--- config.mk ---
export PLATFORM = sky130hd
export DESIGN_NAME = trap_sequencer
export DESIGN_NICKNAME = d
export VERILOG_FILES = /design/src/rtl/riscV_unrn_pkg.sv /design/src/rtl/trap_sequencer.sv
export SDC_FILE = /design/constraint.sdc
export NUM_CORES = 1
export LEC_CHECK = 0
export CAP_MARGIN = 20
export CORE_AREA = 2 2 118 120
export CTS_BUF_LIST = sky130_fd_sc_hd__clkbuf_4
export CTS_CLUSTER_SIZE = 10
export DETAILED_ROUTE_END_ITERATION = 8
export DIE_AREA = 0 0 120 122
export PLACE_DENSITY = 0.81
export SYNTH_ARGS = -nofsm -noshare
export SYNTH_HDL_FRONTEND = slang
export SYNTH_SLANG_ARGS = --single-unit
--- constraint.sdc ---
create_clock -name clk -period 2.7 [get_ports clk]
set_input_delay 0.54 -clock clk [delete_from_list [all_inputs] [get_ports clk]]
set_output_delay 0.54 -clock clk [all_outputs]
set_load 0.1 [all_outputs]
--- src/rtl/riscV_unrn_pkg.sv ---
`default_nettype none
// ============================================================================
//  Module      : riscV_unrn_pkg
//  Description : Shared types and constants for the trap sequencer:
//                FSM state enum, exception cause codes, timer interrupt cause
//                and the trap-vector base helper.
//  Revision    : 1.0 - initial release
// ============================================================================
package riscV_unrn_pkg;

  // Trap sequencer FSM states
  typedef enum logic [1:0] {
    IDLE      = 2'd0,
    TRAP_SAVE = 2'd1,
    TRAP_JUMP = 2'd2,
    MRET_JUMP = 2'd3
  } trap_state_t;

  // Synchronous exception codes (mcause values with interrupt bit clear)
  localparam logic [3:0] EXC_INSTR_MISALIGNED = 4'd0;
  localparam logic [3:0] EXC_INSTR_FAULT      = 4'd1;
  localparam logic [3:0] EXC_ILLEGAL_INSTR    = 4'd2;
  localparam logic [3:0] EXC_BREAKPOINT       = 4'd3;
  localparam logic [3:0] EXC_LOAD_MISALIGNED  = 4'd4;
  localparam logic [3:0] EXC_LOAD_FAULT       = 4'd5;
  localparam logic [3:0] EXC_STORE_MISALIGNED = 4'd6;
  localparam logic [3:0] EXC_STORE_FAULT      = 4'd7;
  localparam logic [3:0] EXC_ECALL_M          = 4'd11;

  // Machine timer interrupt cause (interrupt bit set, code 7)
  localparam logic [31:0] MTIME_INT_CAUSE = 32'h8000_0007;

  // Word-aligned trap vector base; the two low mtvec bits carry the mode
  function automatic logic [31:0] trap_base(input logic [31:0] mtvec);
    return {mtvec[31:2], 2'b00};
  endfunction

endpackage
`default_nettype wire

--- src/rtl/trap_sequencer.sv ---
`default_nettype none
// ============================================================================
//  Module      : trap_sequencer
//  Description : Arbitrates synchronous exceptions, the machine timer
//                interrupt and MRET; sequences the CSR trap-save pulse and
//                the fetch redirect. Holds the pipeline while busy.
//                Optional feature macro: TRAP_VECTORED_EN (vectored
//                interrupt redirect when mtvec[0] is set).
//  Revision    : 1.0 - initial release
// ============================================================================
module trap_sequencer
  import riscV_unrn_pkg::*;
(
  input  logic        clk,
  input  logic        rst,
  input  logic        instr_boundary_i,
  input  logic [31:0] next_pc_i,
  input  logic        exc_valid_i,
  input  logic [3:0]  exc_code_i,
  input  logic [31:0] exc_pc_i,
  input  logic [31:0] exc_tval_i,
  output logic        exc_ack_o,
  input  logic        mret_i,
  input  logic [31:0] mepc_i,
  input  logic        mtime_exc_i,
  input  logic [31:0] mtvec_i,
  output logic        jumpingToMtvec_o,
  output logic [31:0] excCause_o,
  output logic [31:0] trapInfo_o,
  output logic [31:0] trap_pc_o,
  output logic        mret_done_o,
  output logic        redirect_valid_o,
  output logic [31:0] redirect_pc_o,
  output logic        stall_o
);

  trap_state_t state_q, state_d;
  logic [31:0] cause_q, cause_d;
  logic [31:0] tval_q,  tval_d;
  logic [31:0] pc_q,    pc_d;

  logic [31:0] w_base;
  logic [31:0] w_trap_target;
  logic        w_unused_mtvec;

  assign w_base         = trap_base(mtvec_i);
  assign w_unused_mtvec = ^mtvec_i[1:0];

`ifdef TRAP_VECTORED_EN
  // Vectored mode only offsets interrupts; exceptions always land on the base
  assign w_trap_target = (mtvec_i[0] && cause_q[31])
                       ? (w_base + {26'd0, cause_q[3:0], 2'b00})
                       : w_base;
`else
  assign w_trap_target = w_base;
`endif

  // State and capture registers; reset clears everything asynchronously
  always_ff @(posedge clk or posedge rst) begin
    if (rst) begin
      state_q <= IDLE;
      cause_q <= 32'd0;
      tval_q  <= 32'd0;
      pc_q    <= 32'd0;
    end else begin
      state_q <= state_d;
      cause_q <= cause_d;
      tval_q  <= tval_d;
      pc_q    <= pc_d;
    end
  end

  // Next-state: fixed-priority arbitration in IDLE, fixed walk otherwise
  always_comb begin
    state_d = state_q;
    cause_d = cause_q;
    tval_d  = tval_q;
    pc_d    = pc_q;
    unique case (state_q)
      IDLE: begin
        if (exc_valid_i) begin
          state_d = TRAP_SAVE;
          cause_d = {28'd0, exc_code_i};
          tval_d  = exc_tval_i;
          pc_d    = exc_pc_i;
        end else if (mtime_exc_i && instr_boundary_i) begin
          state_d = TRAP_SAVE;
          cause_d = MTIME_INT_CAUSE;
          tval_d  = 32'd0;
          pc_d    = next_pc_i;
        end else if (mret_i) begin
          state_d = MRET_JUMP;
        end
      end
      TRAP_SAVE: state_d = TRAP_JUMP;
      TRAP_JUMP: state_d = IDLE;
      MRET_JUMP: state_d = IDLE;
      default:   state_d = IDLE;
    endcase
  end

  // Outputs decoded from the current state; capture registers drive the CSR side
  always_comb begin
    // Ack is combinational on the request, so it is masked while reset is held
    exc_ack_o        = (state_q == IDLE) && exc_valid_i && !rst;
    jumpingToMtvec_o = 1'b0;
    mret_done_o      = 1'b0;
    redirect_valid_o = 1'b0;
    redirect_pc_o    = 32'd0;
    stall_o          = (state_q != IDLE);
    excCause_o       = cause_q;
    trapInfo_o       = tval_q;
    trap_pc_o        = pc_q;
    unique case (state_q)
      TRAP_SAVE: jumpingToMtvec_o = 1'b1;
      TRAP_JUMP: begin
        redirect_valid_o = 1'b1;
        redirect_pc_o    = w_trap_target;
      end
      MRET_JUMP: begin
        redirect_valid_o = 1'b1;
        redirect_pc_o    = mepc_i;
        mret_done_o      = 1'b1;
      end
      default: ;
    endcase
  end

endmodule
`default_nettype wire

### The metal 2 layer, run 1

Cells faint in the background.
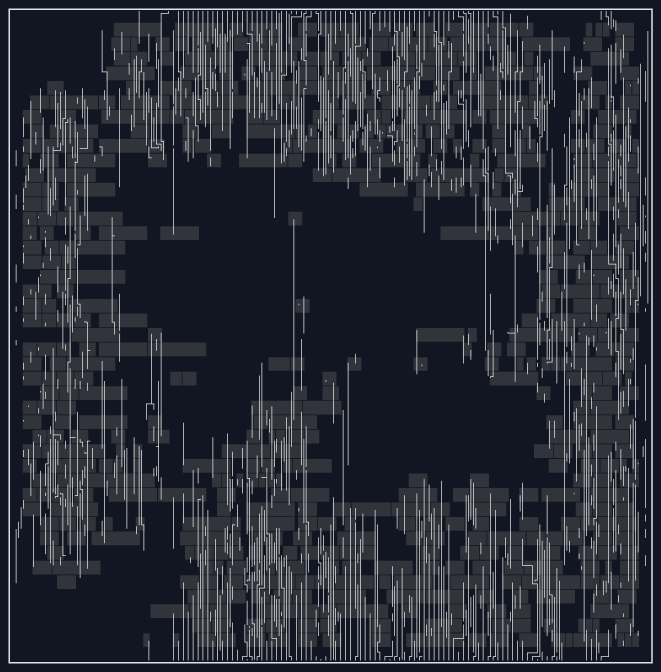
longest straight run: 50.8 um
share of all routed wire: 52%
nets with wire on the layer: 691

### Placement view, run 1

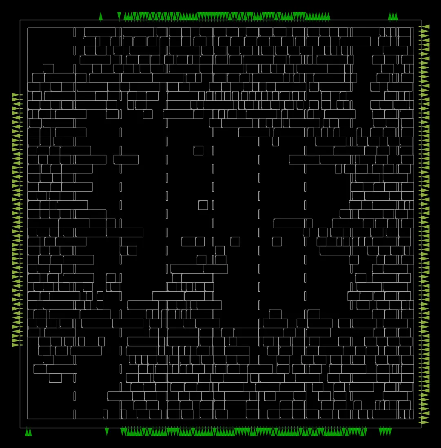
row cnt: 43
flop count: 71
# fillers: 1,191

### Clock distribution, run 1

The bar under the picture is 20 um long.
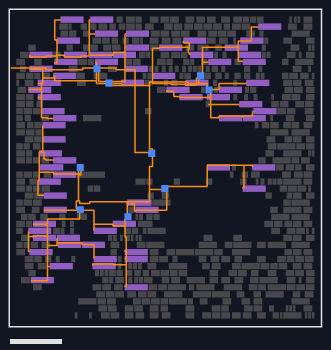
[purple] flip-flops | count: 71
[blue] clock-net drivers | count: 9
[orange] clock wires | length: 933 um
flops lie: widely spread
routed clock nets: 10
worst-skew pair later-pin latency: 0.40 ns
clk_skew: 0.01249 ns

### Gate-type map, run 1

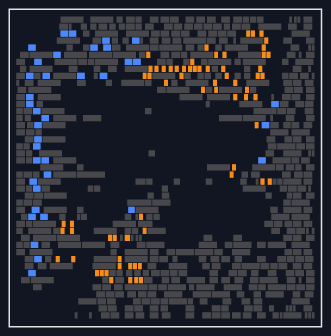
[orange] aoi and oai cells | cells: 67 | most used: a21oi_1
[blue] non-inverting ao/oa cells | cells: 37 | most used: a22o_1

==> reports/qor.yml, run 1 <==
global_route:
  grt_use_met3_pct: 4.728
  antenna_found_initial: 0
  top_usage_layer: "met2"
  gr-usage-met1_pct: 19.91
  grt_max_degree: 38
  grt-ovfl-total: 0
outcome:
  outcome: "finished, final reports clean"
critical_path:
  path_cells: "buf_12 -> mux2i_1 -> nor2b_2 -> buf_12"
  crit_arrival_ns: 1.83
  worst_path_most_repeated_cell: "buf_12"
  rrSetupSlack_ns: 0.92
  end_kind: "output pin"
  cp_num_buf_inv: 2
  cp_slowest_cell: "dfrtp_2"
sta:
  worst_slew_pin_slew_ns: 0.5912
  finalSetupTns_ns: 0
  hold_slack_ns: 0.5211
  fin_crit_sh_pct: 87.87
  rsz0062_at_grt: "false"
  setup_ws_ns: 0.3275
  fmax_mhz: 421.5
  setup_violations: 0
yosys:
  ys_seq_share_pct: 47.36
  ys_area_sq_um: 3751
  synthTopCellsByArea: "dfrtp_1, mux2i_1, a21oi_1, a22o_1, buf_4"
  mux_share_pct: 16.54
  xor_area_share_pct: 0
  ys_sh_adder_pct: 0
  ys_ff: 71
  common_cells: "dfrtp_1, a21oi_1, mux2i_1"
  simple_gate_area_share_pct: 7.705
  logic_family: "AND-OR/OR-AND gates"
  synth_area_sq_um: 3751
  yosysUniqueCellTypes: 22
  synthArstFlopShare_pct: 100.0
finish:
  layout.area.seq_sq_um: 1778
  clkCellAreaFrac_pct: 1.950
  nClkBuffers: 10
  sh_comb_area_pct: 25.12
  antenna_cells: 0
  n_all_inverters: 2
  largestClassByArea: "non-clock buffers"
  fin_area_sq_um: 6929
  sh_seq_area_pct: 25.66
  nets: 778
  final_cell_mix: "clkdlybuf4s50_1, buf_4, dfrtp_1, a21oi_1, mux2i_1"
  area_share_nonclk_buffers_pct: 43.91
  layout_top_cell: "clkdlybuf4s50_1"
flow_run:
  drv_cap: 0
placed_design:
  routabilityCongestion: 0.7969
  place_ws_ns: 0.6464
  dp.cells: 777
  hpwl_um: 10330
  portBuffers: 273
  dpl-instance-area_sq_um: 6794
clock_tree:
  clockBufferDepth: 2
  cts_root_buffer: "clkbuf_4"
  cts_sinks: 71
floorplanning:
  tapCellCount: 180
  core_sq_um: 13500
  chipArea_sq_um: 14640
detailed_routing:
  routedWlPerCell_um: 16.64
  vias: 3626
min_path:
  holdPathStages: 1
==> run 1: path summary, 6_finish.rpt <==
| kind | startpoint | to |
|---|---|---|
| max | state_q[0]$_DFFE_PP0P_ | redirect_pc_o[21] |
| min | excCause_o[3]$_DFFE_PP0P_ | excCause_o[3]$_DFFE_PP0P_ |
| max reg2reg | state_q[0]$_DFFE_PP0P_ | trapInfo_o[29]$_DFFE_PP0P_ |
| min reg2reg | excCause_o[3]$_DFFE_PP0P_ | excCause_o[3]$_DFFE_PP0P_ |
| max in group asynchronous | rst | trapInfo_o[26]$_DFFE_PP0P_ |
| min in group asynchronous | rst | trap_pc_o[29]$_DFFE_PP0P_ |
==> run 1: logic make-up after synthesis <==
kind of cell | Yosys count
other | 1
DFF | 71
AOI/OAI and AO/OA | 104
and+or+nand+nor | 44
muxes | 62
buffers and inverters | 59
### Cell classes on the final placement, run 1

The bar under the picture is 20 um long.
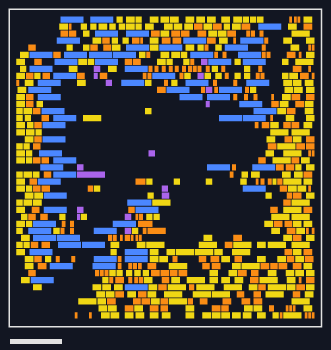

==> inputs of run 2 (changes only) <==
==> constraint.sdc (replaced) <==
create_clock -name clk -period 2.7 [get_ports clk]
set_input_delay 0.27 -clock clk [delete_from_list [all_inputs] [get_ports clk]]
set_output_delay 0.27 -clock clk [all_outputs]
set_load 0.1 [all_outputs]
### Cell classes on the final placement, run 2

The bar under the picture is 20 um long.
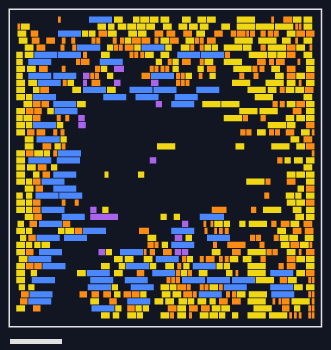
[purple] clock drivers and dummy loads | cells: 16
[yellow] remaining buffers and delay cells | cells: 284
[orange] remaining logic cells | cells: 239
[blue] registers | cells: 71
cell area after layout: 6824 sq um
area of the core: 13,500 sq um
register share of the cell area: 26.05%
Final Util: 50.53%

### Placement view, run 2

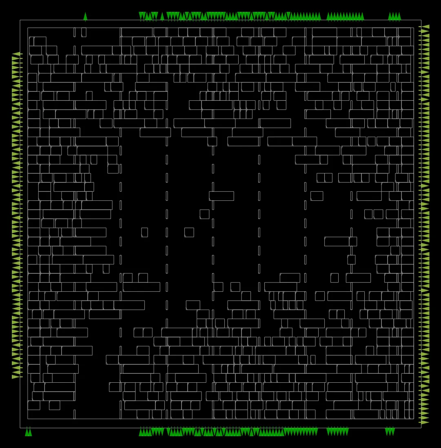
tap cell count: 180
# fillers: 1,201
Final Non-Filler Cells: 790

==> run 2 against run 1 <==
  * Global-route usage shrank 0.60 points
  * Non-clock buffer count shrank 3
  * Sequential share of layout area grew 0.40 points
  * Fmax grew 1.8%
  * Worst setup slack gained 0.042 ns
  * Cell count shrank 0.38%
  * Synthesized cell count is the same
==> reports/qor.yml, run 2 <==
yosys:
  common_cells: "dfrtp_1, a21oi_1, mux2i_1"
  yosysUniqueCellTypes: 22  # unchanged
  synthCells: 341
  yosys_warnings: 0
  ys_ff: 71  # unchanged
  yosysMostFrequentCell: "dfrtp_1"
  synthArstFlopShare_pct: 100.0  # unchanged
  ys.flop_type: "dfrtp_1"
  avgSynthCellArea_sq_um: 11.00
  largest_area_cell: "dfrtp_1"
  edf_count: 0
  ys_seq_share_pct: 47.36  # unchanged
  synth_area_sq_um: 3751  # unchanged
  synthTopCellsByArea: "dfrtp_1, mux2i_1, a21oi_1, a22o_1, buf_4"
  ys_area_sq_um: 3751  # unchanged
  top_area_share_pct: 47.36
  ys_cells: 341
clock_tree:
  numCtsBuffers: 9
  cts_sinks: 71  # unchanged
  cts_root_buffer: "clkbuf_4"
  clk_pin_slew_worst_paths_ns: 0.14
  post-cts-setup-buffers: 0
  ctsHoldBuffers: 0
  htree_num_levels: 3
  clockBufferDepth: 2  # unchanged
  cts_resized: 0
  cts_tree: "built"
critical_path:
  end_kind: "output pin"
  required_ns: 2.43
  reg2reg_from: "state_q[1]$_DFFE_PP0P_"
  critical_path_class: "register to output pin"
  rrSetupSlack_ns: 0.85  # -0.07 ns
  crit_arrival_ns: 2.06  # +0.23 ns
  reg2reg_depth: 5
  cp_max_fo: 34
  reg2reg_to: "trapInfo_o[30]$_DFFE_PP0P_"
  crit_start: "state_q[0]$_DFFE_PP0P_"
  crit_end: "redirect_pc_o[24]"
  start_kind: "register"
placed_design:
  routabilityCongestion: 0.7843  # -1.6%
  hpwl_um: 10230  # -0.98%
  portBuffers: 273  # unchanged
  dpl-instance-area_sq_um: 6676  # -1.7%
  place_ws_ns: 0.6213  # -0.02519 ns
  dp.cells: 774  # -0.39%
detailed_routing:
  via_per_inst: 4.537
  drc: 0
  vias: 3584  # -1.2%
  routedWlPerCell_um: 16.69  # +0.31%
  wl_met1_um: 5036
  drtPass1Iterations: 6
  dr_wl_met3_um: 1202
  top_layer: "met4"
  ant_nets: 0
  routed_wl_um: 13190
  drtIter0Drc: 132
  wl_met2_um: 6750
finish:
  final_cell_mix: "clkdlybuf4s50_1, buf_4, dfrtp_1, a21oi_1, mux2i_1"
  n_all_inverters: 2  # unchanged
  logic_area_sq_um: 1670
  syn2layout_area_growth_pct: 81.92
  comb_cells: 237
  n_all_buffers: 284
  clkCellAreaFrac_pct: 2.164  # +0.21 points
  area_share_nonclk_buffers_pct: 43.89  # about the same
  nClkBuffers: 9  # -1
  antenna_cells: 0  # unchanged
  layout_top_cell: "clkdlybuf4s50_1"
  drive_gt1_share_pct: 22.79
  layout.area.seq_sq_um: 1778  # unchanged
  largestClassByArea: "non-clock buffers"
  design.seq.count: 71  # unchanged
  nets: 775  # -0.39%
  sh_comb_area_pct: 24.48  # -0.64 points
flow_run:
  drv_cap: 0  # unchanged
  log.warning_count: 28
outcome:
  outcome: "finished, final reports clean"
sta:
  fmax_mhz: 429.1  # +1.8%
  slew-limit-headroom_pct: 59.01
  finalMaxSlewViolations: 0
  worst_slew_pin_slew_ns: 0.6128  # +0.02169 ns
  post-route-min-period_ns: 2.331
  rsz0062_at_grt: "false"
  finalSetupTns_ns: 0  # unchanged
  hold_slack_ns: 0.2626  # -0.2585 ns
  finalHoldViolations: 0
  setup_ws_ns: 0.3693  # +0.04182 ns
  fin_crit_sh_pct: 86.32  # -1.5 points
  setup_violations: 0  # unchanged
floorplanning:
  chipArea_sq_um: 14640  # unchanged
  pin_count: 303
  die_x_um: 120
  fp_util_pct: 27.78
  rows: 43  # unchanged
  die_y_um: 122
global_route:
  grt_pass1_wl_um: 19350
  grt_use_met2_pct: 30.40
  gr-usage-met1_pct: 19.64  # -0.28 points
  top_usage_layer: "met2"
  grtUsageTotal_pct: 17.09
  antenna_found_initial: 0  # unchanged
  grt_pass1_vias: 3726
  grt_max_degree: 37  # -2.6%
  grt_use_met3_pct: 5.197  # +0.47 points
  grt-ovfl-total: 0  # unchanged
min_path:
  hold_class: "primary input to asynchronous set/reset pin"
### Clock distribution, run 2

The bar under the picture is 20 um long.
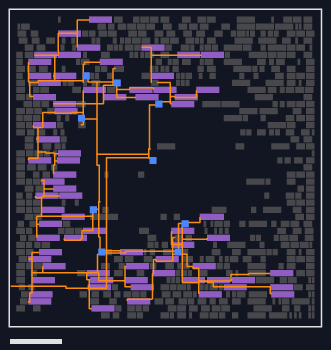
[purple] flip-flops | count: 71
[blue] clock-net drivers | count: 9
[orange] clock wires | length: 981 um
routed clock nets: 10
worst-skew pair later-pin latency: 0.42 ns
clk_skew: 0.01132 ns

-- run 2: cell counts after synthesis --
Identical to the previous run, type by type.
-- run 2: logic make-up (layout without fill, tap and decap cells) --
logic type / count (synthesis) / after routing / synth area share [%]
other: 1 / 27 / 0.09997
muxes: 62 / 62 / 16.54
DFF: 71 / 71 / 47.36
and+or+nand+nor: 44 / 44 / 7.705
buffers and inverters: 59 / 302 / 10.71
AOI/OAI and AO/OA: 104 / 104 / 17.58
-- run 2: worst max-delay path: stages, from the launching register on --
cell	delay (ns)
dfrtp_2	0.49
buf_4	0.48
mux2i_1	0.17
nor2b_1	0.28
buf_12	0.22
